--- config.mk ---
export PLATFORM = sky130hd
export DESIGN_NAME = word_receiver
export DESIGN_NICKNAME = d
export VERILOG_FILES = /design/src/rtl/jtag_pkg.sv /design/src/rtl/word_receiver.sv
export SDC_FILE = /design/constraint.sdc
export NUM_CORES = 1
export LEC_CHECK = 0
export ABC_CLOCK_PERIOD_IN_PS = 2500
export CELL_PAD_IN_SITES_DETAIL_PLACEMENT = 1
export CELL_PAD_IN_SITES_GLOBAL_PLACEMENT = 1
export CORE_MARGIN = 8
export CORE_UTILIZATION = 43
export DETAILED_ROUTE_END_ITERATION = 12
export PLACE_DENSITY_LB_ADDON = 0.12
export SLEW_MARGIN = 15
export SYNTH_ARGS = -nofsm -noshare
export SYNTH_HDL_FRONTEND = slang
export SYNTH_SLANG_ARGS = --single-unit
--- constraint.sdc ---
create_clock -name clk -period 2.5 [get_ports clk]
set_clock_uncertainty 0.1 [all_clocks]
set_input_delay 0.375 -clock clk [delete_from_list [all_inputs] [get_ports clk]]
set_output_delay 0.375 -clock clk [all_outputs]
set_load 0.01 [all_outputs]
--- src/rtl/jtag_pkg.sv ---
// Shared constants and output-stage state encoding for the serial word receiver.
package jtag_pkg;

  localparam int WORD_WIDTH = 32;

  typedef enum logic {
    EMPTY = 1'b0,
    FULL  = 1'b1
  } out_state_e;

endpackage

--- src/rtl/word_receiver.sv ---
// Serial-to-parallel receiver: assembles MSB-first bits into WIDTH-bit words
// and holds each completed word in a one-entry output stage with valid/ready.
module word_receiver
  import jtag_pkg::*;
#(
  parameter int WIDTH = WORD_WIDTH
) (
  input  logic                         clk,
  input  logic                         rst_n,
  input  logic                         enable,
  input  logic                         in,
  input  logic                         clear,
  output logic [WIDTH-1:0]             out_word,
  output logic                         out_valid,
  input  logic                         out_ready,
  output logic [$clog2(WIDTH+1)-1:0]   bit_count,
  output logic                         overflow
);

  localparam int CW = $clog2(WIDTH+1);

  // Only WIDTH-1 bits are stored; the final bit comes straight from the input.
  logic [WIDTH-2:0] shift_q, shift_d;
  logic [CW-1:0]    count_q, count_d;
  logic [WIDTH-1:0] word_q, word_d;
  logic             overflow_q, overflow_d;
  out_state_e       state_q, state_d;

  logic [WIDTH-1:0] new_word;
  logic             complete;

  assign new_word = {shift_q, in};

  always_comb begin
    shift_d  = shift_q;
    count_d  = count_q;
    complete = 1'b0;
    if (clear) begin
      shift_d = '0;
      count_d = '0;
    end else if (enable) begin
      shift_d = new_word[WIDTH-2:0];
      if (count_q == CW'(WIDTH-1)) begin
        complete = 1'b1;
        count_d  = '0;
      end else begin
        count_d = count_q + CW'(1);
      end
    end
  end

  always_comb begin
    state_d    = state_q;
    word_d     = word_q;
    overflow_d = overflow_q;
    unique case (state_q)
      EMPTY: begin
        if (complete) begin
          state_d = FULL;
          word_d  = new_word;
        end
      end
      FULL: begin
        if (complete) begin
          if (out_ready) word_d = new_word;
          else           overflow_d = 1'b1;
        end else if (out_ready) begin
          state_d = EMPTY;
        end
      end
      default: state_d = EMPTY;
    endcase
    if (clear) overflow_d = 1'b0;
  end

  always_ff @(posedge clk or negedge rst_n) begin
    if (!rst_n) begin
      shift_q    <= '0;
      count_q    <= '0;
      word_q     <= '0;
      overflow_q <= 1'b0;
      state_q    <= EMPTY;
    end else begin
      shift_q    <= shift_d;
      count_q    <= count_d;
      word_q     <= word_d;
      overflow_q <= overflow_d;
      state_q    <= state_d;
    end
  end

  assign out_word  = word_q;
  assign out_valid = (state_q == FULL);
  assign bit_count = count_q;
  assign overflow  = overflow_q;

endmodule

==> flow_summary_export.csv <==
group,metric,value,unit
power_and_ir_drop,p_sw,481,uW
drt,drt-met1-wl,2600,um
power_and_ir_drop,p_leak,0.00176,uW
synthesis,synth-compound-area-share,0.0197,
synthesis,synth_top_area_share,0.622,
final_timing,rsz0062_at_grt,"false",
critical_path,critical_path.endpoint,"out_word[16]",
cells_and_area,post-route-util,0.556,
cells_and_area,layout.nets,263,
critical_path,slowest_stage,"dfrtp_1",
synthesis,ys_dominant_reg_cell,"dfrtp_1",
power_and_ir_drop,combPwrFrac,0.043,
clock_tree,cts_resized,0,
cells_and_area,drive_above_1_share,0.199,
synthesis,synthAdderAreaFrac,0.00438,
placed_design,dp.cells,321,
cells_and_area,seq_share,0.501,
synthesis,fp_nets,213,
power_and_ir_drop,max-vdd-ir-drop,0.000336,V
grt,grt_start_max_net_pins,72,
synthesis,ys.flops,71,
cells_and_area,design_area,3550,um2
power_and_ir_drop,totalPowerFinal,2020,uW
cells_and_area,largest_class,"registers",
cells_and_area,n_fill_cell,649,
hold_path,min_to,"out_word[28]",
grt,antenna_found_initial,0,
grt,use_met2,0.200,
synthesis,synthArstFlopShare,1.00,
critical_path,timing.rr.start,"bit_count[0]",
final_timing,fmax,0.502,GHz
final_timing,fin_crit_sh,0.796,
final_timing,slew_viol_final,0,
drt,viasPerCell,5.22,
power_and_ir_drop,clockPowerShare,0.384,
clock_tree,post_cts_buffers,0,
cells_and_area,mostFrequentLayoutCell,"dfrtp_1",
cells_and_area,clock_area_frac,0.0444,
cells_and_area,lay_top_cells,"dfrtp_1 (71), clkdlybuf4s50_1 (43), nor2_1 (36)",
final_timing,fin_hold_ws,0.389,ns
cells_and_area,n_all_buffers,50,
placed_design,preCtsSetupSlack,0.345,ns
critical_path,start_kind,"flip-flop",
grt,grt-ovfl-total,0,
hold_path,min_from,"out_word[28]",
synthesis,top_logic_kind,"multiplexers",
synthesis,synth.most_common_cell,"dfrtp_1",
clock_tree,hold_buffers,1,
power_and_ir_drop,power.density,569,nW/um2
critical_path,path_cells,"ha_1 > nand2_1 > nor4_4 > buf_12 > mux2_2",
power_and_ir_drop,p_seq_frac,0.573,
power_and_ir_drop,p_int,1540,uW
cells_and_area,logic_area,1010,um2
cells_and_area,largest_reg_flops,32,
cells_and_area,syn2layout_area_growth,24.2,%
floorplan,placementRows,29,
synthesis,common_cells,"dfrtp_1 (71), nor2_1 (36), mux2i_1 (32)",
cells_and_area,flop_area,1780,um2
drt,drt_pass1_iterations,4,
cells_and_area,nNonClkInverters,1,
power_and_ir_drop,power_leader,"registers",
final_timing,period_needed,1.99,ns
drt,met2_length,2700,um
hold_path,hold_depth,1,
power_and_ir_drop,p_seq,1160,uW
clock_tree,cts_buffers,9,
drt,wl_met3,275,um
synthesis,synth_seq_share,0.622,
clock_tree,cts_max_level,3,
critical_path,critPathLaunch,"bit_count[0]",
clock_tree,clk_pin_slew,0.07,ns
drt,highest_layer,"met4",
grt,grt_pass1_wl,10100,um
cells_and_area,logic_gates,123,
critical_path,worst-r2r-setup-slack,0.51,ns
cells_and_area,flops,71,
synthesis,top_area_cell,"dfrtp_1",
clock_tree,cts_root_buf,"clkbuf_8",
run_status,status,"complete, no violations",
drt,ant_nets,0,
synthesis,ys_chip_area,2860,um2
critical_path,cp_slowest_stage_delay,0.45,ns
final_timing,hold_viol,0,
critical_path,crit_buf_inv,1,
synthesis,syn-cell-area,2860,um2
drt,drtIter0Drc,78,
critical_path,cp-end-kind,"flip-flop",
critical_path,cp_max_fo,32,
critical_path,cp.required,2.62,ns
final_timing,setup_viol_count_final,0,
synthesis,synthCells,206,
flow_run,tool_warnings,26,
final_timing,setup_tns,0,ns
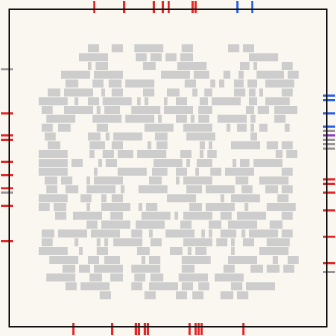
(images/pins.png)
Pins as bars across the die edge, other pins in gray.
| port | color | pins | direction | edge |
|---|---|---|---|---|
| `out_word` | red | 32 | output | 11 bottom, 8 left, 7 top, 6 right |
| `enable` | purple | 1 | input | right |
| `bit_count` | blue | 6 | output | 4 right, 2 top |
all pins by edge: 16 right, 11 bottom, 10 left, 9 top
Die X: 97.5 um
die height: 97.5 um
Port Buffers: 45

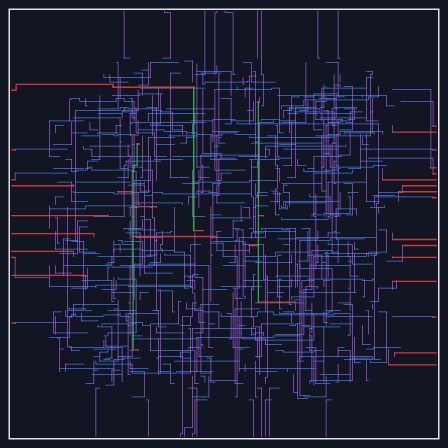
(images/metal_stack.png)
| layer | color | wire length |
|---|---|---|
| met3 | red | 275 um |
| met4 | green | 126 um |
| met2 | purple | 2700 um |
| met1 | blue | 2600 um |
DR vias: 1765
Global Route Usage Sum: 0.129
Wirelength per Cell: 16.8 um
Total Wirelength: 5700 um

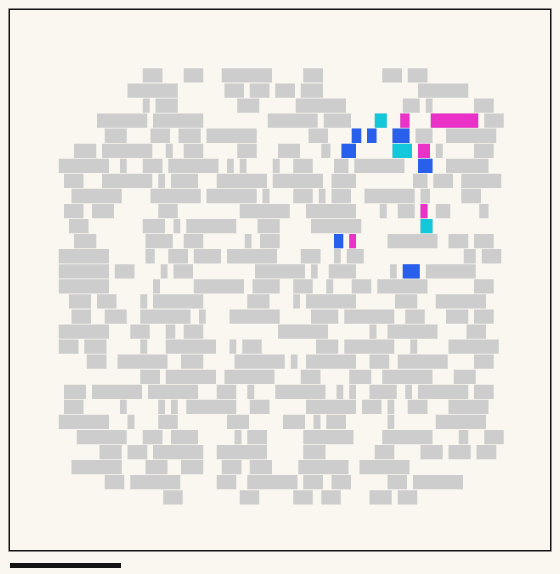
(images/gate_families.png)
Scale bar: 20 um.
| family | color | cells |
|---|---|---|
| inverting AOI/OAI gates | blue | 7 |
| NAND gates | magenta | 5 |
| AND and OR gates | cyan | 3 |

No activity file was given, so power comes from the tool's default toggle rates.
